### config.mk
export PLATFORM = sky130hd
export DESIGN_NAME = mem_port_arbiter
export DESIGN_NICKNAME = d
export VERILOG_FILES = /design/src/rtl/mem_port_arbiter.sv
export SDC_FILE = /design/constraint.sdc
export NUM_CORES = 1
export LEC_CHECK = 0
export CAP_MARGIN = 30
export CORE_AREA = 2 2 263 265
export CTS_BUF_LIST = sky130_fd_sc_hd__clkbuf_4 sky130_fd_sc_hd__clkbuf_8
export DETAILED_ROUTE_END_ITERATION = 8
export DIE_AREA = 0 0 265 267
export SYNTH_ARGS = -nofsm -noshare
export SYNTH_HDL_FRONTEND = slang
export SYNTH_SLANG_ARGS = --single-unit
### constraint.sdc
create_clock -name CLK -period 1.9 [get_ports CLK]
set_input_delay 0.475 -clock CLK [delete_from_list [all_inputs] [get_ports CLK]]
set_output_delay 0.475 -clock CLK [all_outputs]
set_load 0.02 [all_outputs]
### src/rtl/mem_port_arbiter.sv
`timescale 1ns/1ps
// mem_port_arbiter
// Shares the single main-memory block port between the instruction cache and
// the data cache. Block reads and write-backs are serialised, and read data is
// routed back to whichever cache asked for it. The data cache has fixed
// priority. A starvation guard forces an instruction fetch through after
// STARVE_LIMIT consecutive data grants that were made while a fetch was waiting.
//
// Ports
//   CLK, RESET                  clock, asynchronous active-low reset
//   I_READ, I_ADDRESS           icache block-read request and address
//   I_READDATA, I_BUSYWAIT      block returned to icache, icache stall (comb)
//   D_READ, D_WRITE             dcache block-read / write-back requests
//   D_ADDRESS, D_WRITEDATA      dcache block address and write-back block
//   D_READDATA, D_BUSYWAIT      block returned to dcache, dcache stall (comb)
//   M_READ, M_WRITE             memory strobes (registered)
//   M_ADDRESS, M_WRITEDATA      memory block address and write data (registered)
//   M_READDATA, M_BUSYWAIT      memory read data and busy flag

module mem_port_arbiter #(
    parameter int unsigned ADDR_WIDTH   = 6,
    parameter int unsigned DATA_WIDTH   = 128,
    parameter int unsigned STARVE_LIMIT = 4
) (
    input  logic                  CLK,
    input  logic                  RESET,
    // instruction cache side
    input  logic                  I_READ,
    input  logic [ADDR_WIDTH-1:0] I_ADDRESS,
    output logic [DATA_WIDTH-1:0] I_READDATA,
    output logic                  I_BUSYWAIT,
    // data cache side
    input  logic                  D_READ,
    input  logic                  D_WRITE,
    input  logic [ADDR_WIDTH-1:0] D_ADDRESS,
    input  logic [DATA_WIDTH-1:0] D_WRITEDATA,
    output logic [DATA_WIDTH-1:0] D_READDATA,
    output logic                  D_BUSYWAIT,
    // main memory side
    output logic                  M_READ,
    output logic                  M_WRITE,
    output logic [ADDR_WIDTH-1:0] M_ADDRESS,
    output logic [DATA_WIDTH-1:0] M_WRITEDATA,
    input  logic [DATA_WIDTH-1:0] M_READDATA,
    input  logic                  M_BUSYWAIT
);

    // Starvation counter covers the full 1..15 limit range.
    localparam int unsigned CNT_W = 4;
    localparam logic [CNT_W-1:0] STARVE_MAX = CNT_W'(STARVE_LIMIT);

    localparam logic [2:0] S_IDLE  = 3'd0;
    localparam logic [2:0] S_I_ACC = 3'd1;
    localparam logic [2:0] S_D_ACC = 3'd2;
    localparam logic [2:0] S_I_REL = 3'd3;
    localparam logic [2:0] S_D_REL = 3'd4;

    logic [2:0]            state_q,   state_d;
    logic                  m_read_q,  m_read_d;
    logic                  m_write_q, m_write_d;
    logic [ADDR_WIDTH-1:0] m_addr_q,  m_addr_d;
    logic [DATA_WIDTH-1:0] m_wdata_q, m_wdata_d;
    logic [DATA_WIDTH-1:0] i_rdata_q, i_rdata_d;
    logic [DATA_WIDTH-1:0] d_rdata_q, d_rdata_d;
    logic [CNT_W-1:0]      starve_q,  starve_d;
    logic                  started_q, started_d;

    logic d_req;
    logic acc_done;

    assign d_req    = D_READ | D_WRITE;
    // The access is only finished once memory has been seen busy and then idle.
    assign acc_done = started_q & ~M_BUSYWAIT;

    // State and datapath registers.
    always_ff @(posedge CLK or negedge RESET) begin
        if (!RESET) begin
            state_q   <= S_IDLE;
            m_read_q  <= 1'b0;
            m_write_q <= 1'b0;
            m_addr_q  <= '0;
            m_wdata_q <= '0;
            i_rdata_q <= '0;
            d_rdata_q <= '0;
            starve_q  <= '0;
            started_q <= 1'b0;
        end else begin
            state_q   <= state_d;
            m_read_q  <= m_read_d;
            m_write_q <= m_write_d;
            m_addr_q  <= m_addr_d;
            m_wdata_q <= m_wdata_d;
            i_rdata_q <= i_rdata_d;
            d_rdata_q <= d_rdata_d;
            starve_q  <= starve_d;
            started_q <= started_d;
        end
    end

    // Arbitration, access sequencing and read-data steering.
    always_comb begin
        state_d   = state_q;
        m_read_d  = m_read_q;
        m_write_d = m_write_q;
        m_addr_d  = m_addr_q;
        m_wdata_d = m_wdata_q;
        i_rdata_d = i_rdata_q;
        d_rdata_d = d_rdata_q;
        starve_d  = starve_q;
        started_d = started_q;

        case (state_q)
            S_IDLE: begin
                if (d_req && I_READ && (starve_q == STARVE_MAX)) begin
                    // Fetch has waited long enough: override data priority.
                    state_d  = S_I_ACC;
                    starve_d = '0;
                    m_read_d = 1'b1;
                    m_addr_d = I_ADDRESS;
                end else if (d_req) begin
                    state_d  = S_D_ACC;
                    m_addr_d = D_ADDRESS;
                    if (I_READ) begin
                        starve_d = (starve_q == STARVE_MAX) ? STARVE_MAX
                                                            : starve_q + CNT_W'(1);
                    end else begin
                        starve_d = '0;
                    end
                    // A simultaneous read is dropped; the dcache re-issues it.
                    if (D_WRITE) begin
                        m_write_d = 1'b1;
                        m_wdata_d = D_WRITEDATA;
                    end else begin
                        m_read_d  = 1'b1;
                    end
                end else if (I_READ) begin
                    state_d  = S_I_ACC;
                    starve_d = '0;
                    m_read_d = 1'b1;
                    m_addr_d = I_ADDRESS;
                end
            end

            S_I_ACC: begin
                started_d = started_q | M_BUSYWAIT;
                if (acc_done) begin
                    m_read_d  = 1'b0;
                    m_write_d = 1'b0;
                    started_d = 1'b0;
                    i_rdata_d = M_READDATA;
                    state_d   = S_I_REL;
                end
            end

            S_D_ACC: begin
                started_d = started_q | M_BUSYWAIT;
                if (acc_done) begin
                    if (m_read_q) begin
                        d_rdata_d = M_READDATA;
                    end
                    m_read_d  = 1'b0;
                    m_write_d = 1'b0;
                    started_d = 1'b0;
                    state_d   = S_D_REL;
                end
            end

            S_I_REL, S_D_REL: begin
                state_d = S_IDLE;
            end

            default: begin
                state_d   = S_IDLE;
                m_read_d  = 1'b0;
                m_write_d = 1'b0;
                started_d = 1'b0;
            end
        endcase
    end

    // Stalls drop only during the requester's release cycle.
    assign I_BUSYWAIT  = I_READ & (state_q != S_I_REL);
    assign D_BUSYWAIT  = d_req  & (state_q != S_D_REL);

    assign M_READ      = m_read_q;
    assign M_WRITE     = m_write_q;
    assign M_ADDRESS   = m_addr_q;
    assign M_WRITEDATA = m_wdata_q;
    assign I_READDATA  = i_rdata_q;
    assign D_READDATA  = d_rdata_q;

endmodule

Fig. 1: run 1, congestion heat map
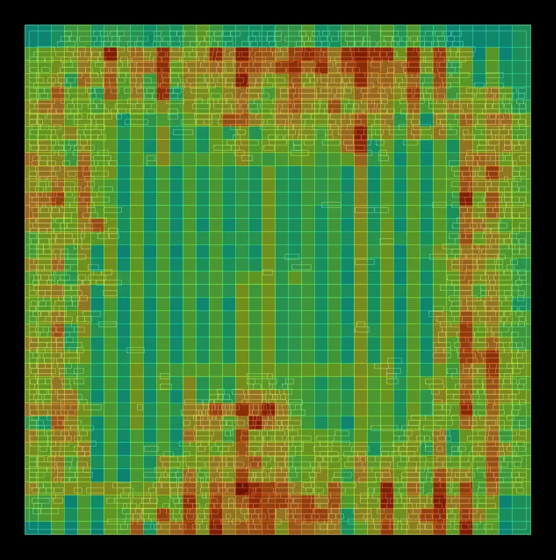
Top Usage Layer GRT: met2
met3 usage: 4.631%
M1 GR Usage: 15.02%
Avg WL per Cell: 19.63 um

Fig. 2: run 1, drive-strength map
Scale: 2 px per um.
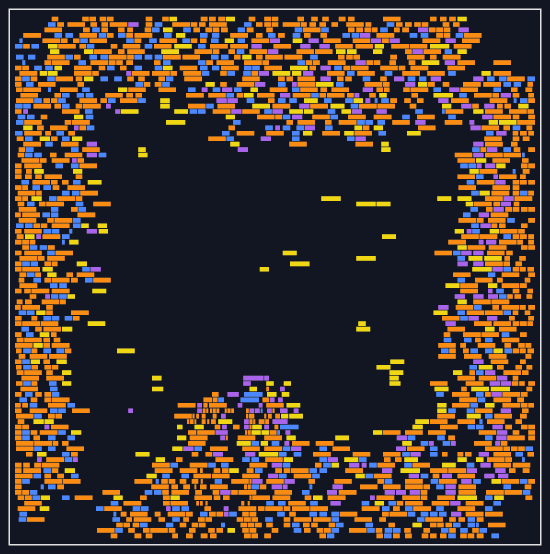
[drive 2] blue | cells: 405 | share: 23%
[drive 6 and up] yellow | cells: 192 | share: 11%
[drive 1 or less] orange | cells: 992 | share: 56%
[drive 3 to 4] purple | cells: 179 | share: 10%

==> qor.txt, run 1 <==
Comb. pwr = 20700 uW
fin util = 39.07%
Site Rows = 96
Post-synth area hogs = dfrtp_1, mux2_2, mux2_4
Late-Pin Clk Latency = 0.64 ns
gpl congestion = 0.8024
number of global-route vias before repair = 12250
Simple Share, Synth = 1.153%
sw power = 16330 uW
All-Layer GR Usage = 13.80%
fraction of layout cells with a size suffix above 1 = 43.89%
P per Cell Area = 1666 mW/mm2
Worst VDD drop = 0.0009364 V
leakage power = 0.01229 uW
Critical path buffers and inverters = 4
number of cells in Yosys stat = 902
# clk buffers = 108
Top cell excl fill/tap = dfrtp_1
R2R cell count = 6
fmax = 475.2 MHz
Tool Warnings = 29
vias per cell = 4.130
dpl cells = 2481
Distinct lib cells used = 35
Routed Antenna Nets = 0
internal power = 27930 uW
ys async rst share = 100.0%
status = finished with violations
drc violations = 0
wl on met1 = 19.21 mm
Power, Total = 44260 uW
Max Used Layer = met4
crit end category = flip-flop
Hold Path Class = in -> async
Top Layout Cells = dfrtp_1, clkdlybuf4s50_1, mux2_2
Setup CP Type = reg -> reg
Clock transition at path regs = 0.06 ns
Clock Skew = 0.03667 ns
sequential share of power = 34.2%
synthesized area = 0.01562 mm2
clock root buffer = clkbuf_8
Clock Power Share = 19.1%
total grt overflow = 0
Synth Seq Share = 64.06%
Non-clock buffers = 788
# Max-Cap Violations = 0
measured slew at the worst slew-check pin = 0.5218 ns
number of enable flip-flop cells = 0
Synthesis Warnings = 0
initial DRC count = 352
wire length on met2 = 27.65 mm
buffering overhead = 32.34%
P&R area growth vs syn = 69.99%
Mapped Nets = 1178
Slew Limit Headroom = 65.22%
violated checks = setup timing
I/O Buffers = 667
Gate Area = 0.005306 mm2
worst setup path end = I_READDATA[105]
die height = 267 um
initial antenna violation count = 1
Combinational Power Share = 46.7%
Commonest flop = dfrtp_1
worst setup margin = -0.2042 ns
Post-synth mux share = 31.01%
setup TNS = -15.41 ns
fillcell total = 6330
Leading cell kind = flip-flops and latches
Adder-Cell Fraction of Synth Area = 0.1602%
xor/xnor share = 0%
Non-clock inverters = 6
flop count = 400
CTS tree = done
reg2reg start = state_q[1]
Tcrit/Tclk final = 110.7%
post-layout minimum cycle time = 2.104 ns
sw frac = 36.89%
crit path cell chain = buf_4 -> or4_4 -> buf_6 -> buf_16 -> clkbuf_16 -> mux2_4
RSZ-0062 raised after global routing = yes
first-pass GRT wire length = 75.11 mm
final setup violation count = 187
Chip Width = 265 um
CP Launch Type = flip-flop
Clock Sinks = 400
Post-CTS Hold Fix Bufs = 1
setup slack, reg-to-reg = -0.20 ns
Synth top cells by count = dfrtp_1, mux2_2, mux2_4
Synth area leader = dfrtp_1
synthesized instance count = 902
Max Fanout on Critical Path = 6
met3 WL = 3.917 mm
max-slew violation count = 0
Synth top area share = 64.06%
diode count = 3
Fig. 3: run 1, sequential cells grouped by signal name
Scale: 1.5 px per um. Other sequential cells in the stronger gray, the rest of the logic in the fainter gray.
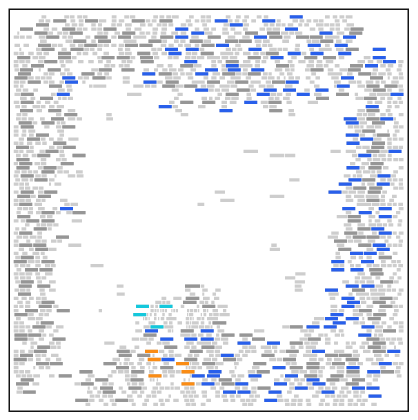
[starve_q] cyan | sequential cells: 4
[M_ADDRESS] orange | sequential cells: 6 | where: bottom center
[D_READDATA] blue | sequential cells: 128
not colored: 262

Fig. 4: run 1, the metal 2 layer
Scale: 1.5 px per um.
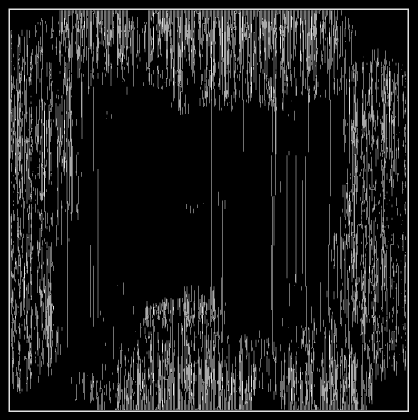
nets with wire on the layer: 1925
share of all routed wire: 53%
longest straight run: 137 um
wire length on this layer: 27.6 mm
vias post-DR: 10960
DRT Wirelength: 52.08 mm
M2 GR Usage: 24.89%

Fig. 5: run 1, placement density heat map
Scale: 1.5 px per um. The die is cut into 26 by 27 equal tiles; black is low, pale yellow is high, 0 to 100% covered.
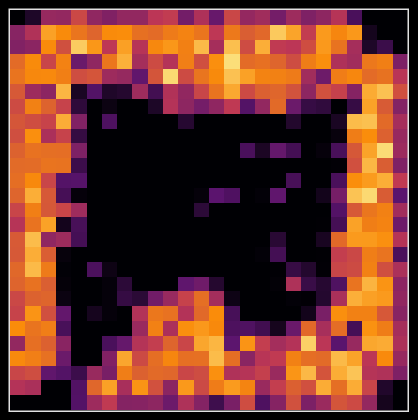

## Run 2: what changed since run 1
--- a/config.mk
+++ b/config.mk
@@ -6,10 +6,10 @@
 export NUM_CORES = 1
 export LEC_CHECK = 0
 export CAP_MARGIN = 30
-export CORE_AREA = 2 2 263 265
+export CORE_AREA = 5 5 259 261
 export CTS_BUF_LIST = sky130_fd_sc_hd__clkbuf_4 sky130_fd_sc_hd__clkbuf_8
 export DETAILED_ROUTE_END_ITERATION = 8
-export DIE_AREA = 0 0 265 267
+export DIE_AREA = 0 0 264 266
 export SYNTH_ARGS = -nofsm -noshare
 export SYNTH_HDL_FRONTEND = slang
 export SYNTH_SLANG_ARGS = --single-unit
Fig. 6: run 2, placement density heat map
Scale: 1.5 px per um. The die is cut into 26 by 27 equal tiles; black is low, pale yellow is high, 0 to 100% covered.
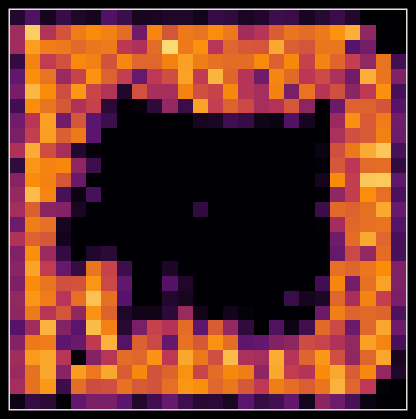
tiles over 75% full: 9.3%
emptiest ninth of the die: center
fullest tile: 92%
mean over tiles: 35%
nearly empty tiles: 28%
total core area: 0.06423 mm2
fp_density: 24.33%
fin util: 39.77%

Fig. 7: run 2, the metal 2 layer
Scale: 1.5 px per um.
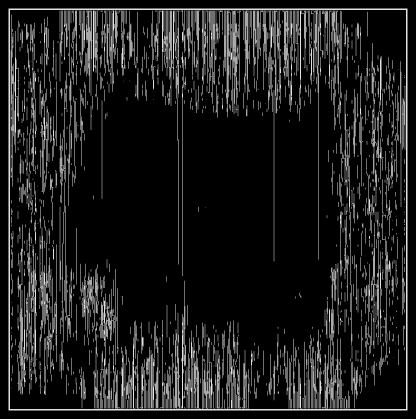
nets with wire on the layer: 1862
longest straight run: 124 um
M2 GR Usage: 23.64%
vias post-DR: 10740

Fig. 8: run 2, sequential cells grouped by signal name
Scale: 1.5 px per um. Other sequential cells in the stronger gray, the rest of the logic in the fainter gray.
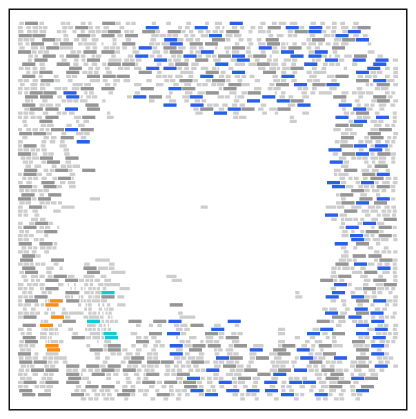
[starve_q] cyan | sequential cells: 4 | where: lower left
[D_READDATA] blue | sequential cells: 128
[M_ADDRESS] orange | sequential cells: 6 | where: lower left

==> run 2 against run 1 <==
Effect of this change:
- clock-buffer cell count grew 11
- sequential cell count is the same
- the flow still finishes with violations (setup timing)
- cell count shrank 2.2%
- synthesized area is the same
- fmax grew 3.2%
- non-clock buffer count shrank 39
- die size shrank 0.75%
==> qor.txt, run 2 <==
met3 usage = 5.587% (+0.96 points)
measured slew at the worst slew-check pin = 0.4776 ns (-0.04419 ns)
reg2reg start = state_q[1]
Max Fanout on Critical Path = 3 (-3)
Multi-In Gates = 449
CP Launch Type = flip-flop
Routed Antenna Nets = 0 (unchanged)
Avg WL per Cell = 19.98 um (+1.8%)
wl on met1 = 19.47 mm (+1.3%)
Worst VDD drop = 0.0008965 V (-4.3%)
Top Usage Layer GRT = met2
Synth area leader = dfrtp_1
worst setup path end = I_BUSYWAIT
post-layout minimum cycle time = 2.039 ns (-0.06541 ns)
Slew Limit Headroom = 68.16% (+2.9 points)
Comb. pwr = 20100 uW (-3%)
clock root buffer = clkbuf_8
buffering overhead = 29.85% (-2.5 points)
ys async rst share = 100.0% (unchanged)
vias per cell = 4.138 (+0.19%)
Leading cell kind = flip-flops and latches
number of cells in Yosys stat = 902 (unchanged)
diode count = 6 (+3)
M1 GR Usage = 15.17% (+0.15 points)
initial antenna violation count = 6 (+5)
final setup violation count = 197 (+5.3%)
setup slack, reg-to-reg = -0.09 ns (+0.11 ns)
Gate Area = 0.005253 mm2 (-1.0%)
status = finished with violations
sequential share of power = 34.1% (about the same)
Non-clock buffers = 749 (-4.9%)
first-pass GRT wire length = 75.33 mm (+0.30%)
leakage power = 0.01211 uW (-1.5%)
Clock transition at path regs = 0.06 ns (about the same)
Tool Warnings = 29 (unchanged)
Clock Skew = 0.04795 ns (+0.01128 ns)
Clock Sinks = 400 (unchanged)
crit end category = primary output
Distinct lib cells used = 35 (unchanged)
Comb area share = 20.56%
Chip Width = 264 um (-0.38%)
Crit path largest cell delay = 0.37 ns
dpl cells = 2429 (-2.1%)
Hold Path Class = in -> async
Synth top area share = 64.06% (unchanged)
RSZ-0062 raised after global routing = yes
flop count = 400 (unchanged)
# Max-Cap Violations = 0 (unchanged)
die height = 266 um (-0.37%)
Synth top cell by count = dfrtp_1
Site Rows = 93 (-3.1%)
fillcell total = 6075 (-4.0%)
Setup CP Type = reg -> out
setup TNS = -5.686 ns (+9.725 ns)
P per Cell Area = 1710 mW/mm2 (+2.6%)
DRT Wirelength = 51.86 mm (-0.41%)
Clock Power Share = 19.9% (+0.8 points)
internal power = 27590 uW (-1.2%)
worst setup margin = -0.1388 ns (+0.06541 ns)
All-Layer GR Usage = 13.69% (-0.11 points)
Commonest flop = dfrtp_1
xor/xnor share = 0% (unchanged)
Synth top cells by count = dfrtp_1, mux2_2, mux2_4
# clk buffers = 119 (+10%)
Post-synth mux share = 31.01% (unchanged)
drc violations = 0 (unchanged)
Simple Share, Synth = 1.153% (unchanged)
Post-synth area hogs = dfrtp_1, mux2_2, mux2_4
max-slew violation count = 0 (unchanged)
Ports = 668
I/O Buffers = 667 (unchanged)
Combinational Power Share = 46.0% (-0.7 points)
CTS tree = done
synthesized area = 0.01562 mm2 (unchanged)
Max Used Layer = met5
total grt overflow = 0 (unchanged)
sw power = 16090 uW (-1.5%)
gpl congestion = 0.7753 (-3.4%)
fraction of layout cells with a size suffix above 1 = 39.16% (-4.7 points)
Post-CTS Hold Fix Bufs = 1 (unchanged)
Non-clock inverters = 6 (unchanged)
Critical path buffers and inverters = 3 (-1)
number of global-route vias before repair = 12010 (-1.9%)
wire length on met2 = 26.50 mm (-4.1%)
Mapped Nets = 1178 (unchanged)
met3 WL = 4.350 mm (+11%)
synthesized instance count = 902 (unchanged)
crit path cell chain = buf_6 -> inv_6 -> o31a_1 -> buf_6
initial DRC count = 362 (+2.8%)
ys flops = 400
Adder-Cell Fraction of Synth Area = 0.1602% (unchanged)
violated checks = setup timing
Late-Pin Clk Latency = 0.63 ns (about the same)
R2R cell count = 8 (+2)
number of enable flip-flop cells = 0 (unchanged)
Tcrit/Tclk final = 107.3% (-3.4 points)
fmax = 490.5 MHz (+3.2%)
Synth Seq Share = 64.06% (unchanged)
P&R area growth vs syn = 63.49%
Power, Total = 43680 uW (-1.3%)
Fig. 9: run 2, drive-strength map
Scale: 2 px per um.
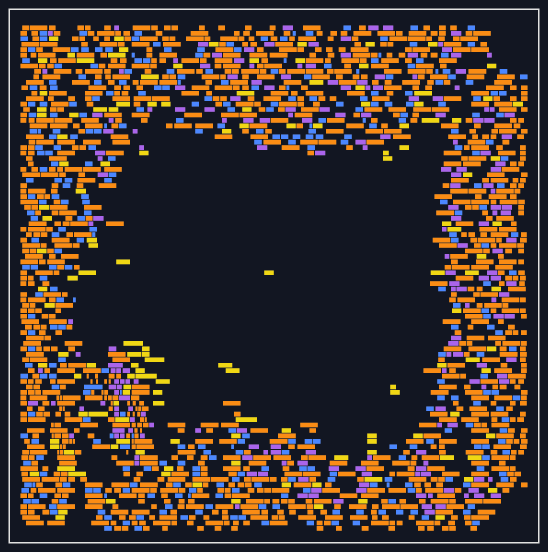

## Run 3: what changed since run 2
--- a/config.mk
+++ b/config.mk
@@ -5,11 +5,13 @@
 export SDC_FILE = /design/constraint.sdc
 export NUM_CORES = 1
 export LEC_CHECK = 0
+export ABC_CLOCK_PERIOD_IN_PS = 1900
 export CAP_MARGIN = 30
 export CORE_AREA = 5 5 259 261
 export CTS_BUF_LIST = sky130_fd_sc_hd__clkbuf_4 sky130_fd_sc_hd__clkbuf_8
 export DETAILED_ROUTE_END_ITERATION = 8
 export DIE_AREA = 0 0 264 266
+export PLACE_DENSITY_LB_ADDON = 0.05
 export SYNTH_ARGS = -nofsm -noshare
 export SYNTH_HDL_FRONTEND = slang
 export SYNTH_SLANG_ARGS = --single-unit
Fig. 10: run 3, drive-strength map
Scale: 2 px per um.
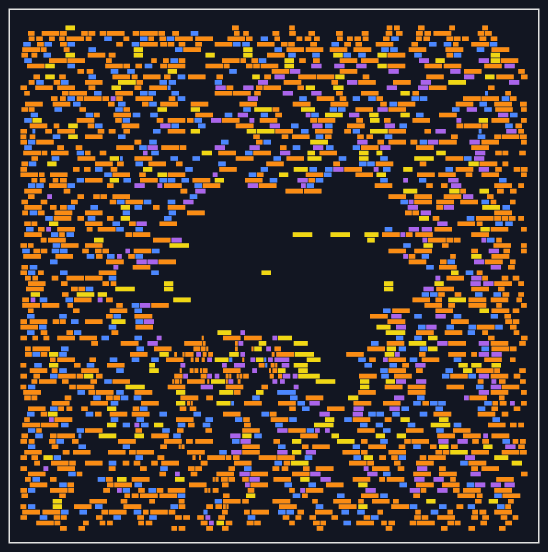
[drive 6 and up] yellow | cells: 175 | share: 9.9%
[drive 1 or less] orange | cells: 1018 | share: 58%
[drive 3 to 4] purple | cells: 187 | share: 11%
[drive 2] blue | cells: 380 | share: 22%

Fig. 11: run 3, placement density heat map
Scale: 1.5 px per um. The die is cut into 26 by 27 equal tiles; black is low, pale yellow is high, 0 to 100% covered.
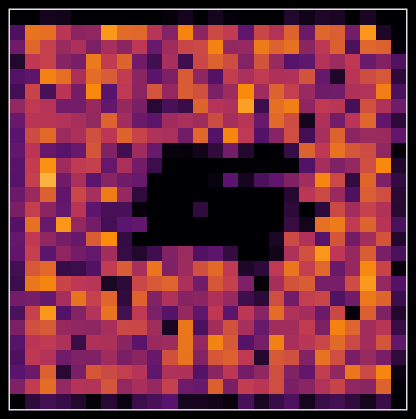
mean over tiles: 36%
nearly empty tiles: 11%
fullest tile: 84%
tiles over 75% full: 1.4%
fin util: 40.83%

==> run 3 against run 2 <==
Effect of this change:
- routed wire length rose by 17%
- design area up 2.7%
- largest power group unchanged
- combinational power up 3%
- sequential share of layout area down 1.0 points
- the run still ends with setup timing left
- via count grew 0.63%
- non-clock buffer count up 13
==> qor.txt, run 3 <==
M1 GR Usage = 17.55% (+2.4 points)
wl on met1 = 22.99 mm (+18%)
number of global-route vias before repair = 11940 (-0.61%)
wire length on met2 = 30.88 mm (+17%)
diode count = 6 (unchanged)
Critical path buffers and inverters = 2 (-1)
measured slew at the worst slew-check pin = 0.4877 ns (+0.01016 ns)
buffering overhead = 30.97% (+1.1 points)
sw power = 16750 uW (+4.1%)
sequential share of power = 33.0% (-1.1 points)
I/O Buffers = 667 (unchanged)
Post-synth mux share = 31.01% (unchanged)
setup slack, reg-to-reg = -0.14 ns (-0.05 ns)
fraction of layout cells with a size suffix above 1 = 42.16% (+3.0 points)
Tool Warnings = 29 (unchanged)
Slew Limit Headroom = 67.48% (-0.68 points)
Top Usage Layer GRT = met2
DRT Wirelength = 60.92 mm (+17%)
met3 WL = 5.850 mm (+34%)
number of enable flip-flop cells = 0 (unchanged)
Commonest flop = dfrtp_1
leakage power = 0.01233 uW (+1.8%)
fp_density = 24.33% (unchanged)
Clock transition at path regs = 0.06 ns (about the same)
crit end category = primary output
fillcell total = 6110 (+0.58%)
Clock Sinks = 400 (unchanged)
Clock Skew = 0.01743 ns (-0.03052 ns)
All-Layer GR Usage = 15.90% (+2.2 points)
Max Used Layer = met5
P per Cell Area = 1721 mW/mm2 (+0.66%)
R2R cell count = 6 (-2)
gpl congestion = 0.7715 (-0.49%)
max-slew violation count = 0 (unchanged)
ys flops = 400 (unchanged)
Simple Share, Synth = 1.153% (unchanged)
# Max-Cap Violations = 0 (unchanged)
Multi-In Gates = 449 (unchanged)
dpl cells = 2436 (+0.29%)
Distinct lib cells used = 35 (unchanged)
first-pass GRT wire length = 83.63 mm (+11%)
Mapped Nets = 1178 (unchanged)
met3 usage = 7.360% (+1.8 points)
setup TNS = -13.05 ns (-7.365 ns)
CTS tree = done
Comb. pwr = 20700 uW (+3%)
Setup CP Type = reg -> out
# clk buffers = 134 (+13%)
status = finished with violations
Max Fanout on Critical Path = 3 (unchanged)
Clock Power Share = 21.2% (+1.3 points)
synthesized instance count = 902 (unchanged)
Post-synth area hogs = dfrtp_1, mux2_2, mux2_4
vias per cell = 4.123 (-0.37%)
ys async rst share = 100.0% (unchanged)
Chip Width = 264 um (unchanged)
initial DRC count = 380 (+5.0%)
worst setup path end = I_BUSYWAIT
Worst VDD drop = 0.0007468 V (-17%)
Combinational Power Share = 45.9% (about the same)
Comb area share = 19.92% (-0.64 points)
final setup violation count = 129 (-35%)
violated checks = setup timing
Routed Antenna Nets = 0 (unchanged)
reg2reg start = state_q[1]
worst setup margin = -0.1648 ns (-0.02609 ns)
xor/xnor share = 0% (unchanged)
Ports = 668 (unchanged)
total core area = 0.06423 mm2 (unchanged)
Avg WL per Cell = 23.24 um (+16%)
vias post-DR = 10810 (+0.63%)
Crit path largest cell delay = 0.41 ns (+0.04 ns)
P&R area growth vs syn = 67.86%
Adder-Cell Fraction of Synth Area = 0.1602% (unchanged)
synthesized area = 0.01562 mm2 (unchanged)
CP Launch Type = flip-flop
die height = 266 um (unchanged)
clock root buffer = clkbuf_8
internal power = 28390 uW (+2.9%)
Power, Total = 45140 uW (+3.3%)
Synth Seq Share = 64.06% (unchanged)
Gate Area = 0.005225 mm2 (-0.52%)
Fig. 12: run 3, sequential cells grouped by signal name
Scale: 1.5 px per um. Other sequential cells in the stronger gray, the rest of the logic in the fainter gray.
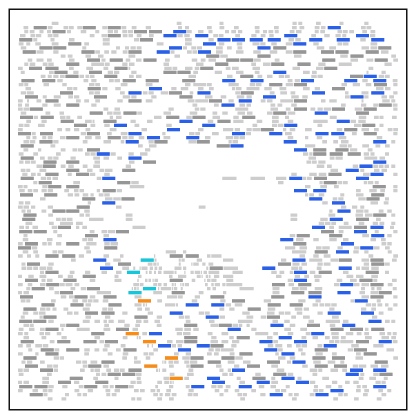
[starve_q] cyan | sequential cells: 4
[D_READDATA] blue | sequential cells: 128
[M_ADDRESS] orange | sequential cells: 6
not colored: 262
seq pwr: 14900 uW
flop share of the area: 38.17%
sequential cell area: 0.01001 mm2

Power is estimated from default activity; no workload was simulated.
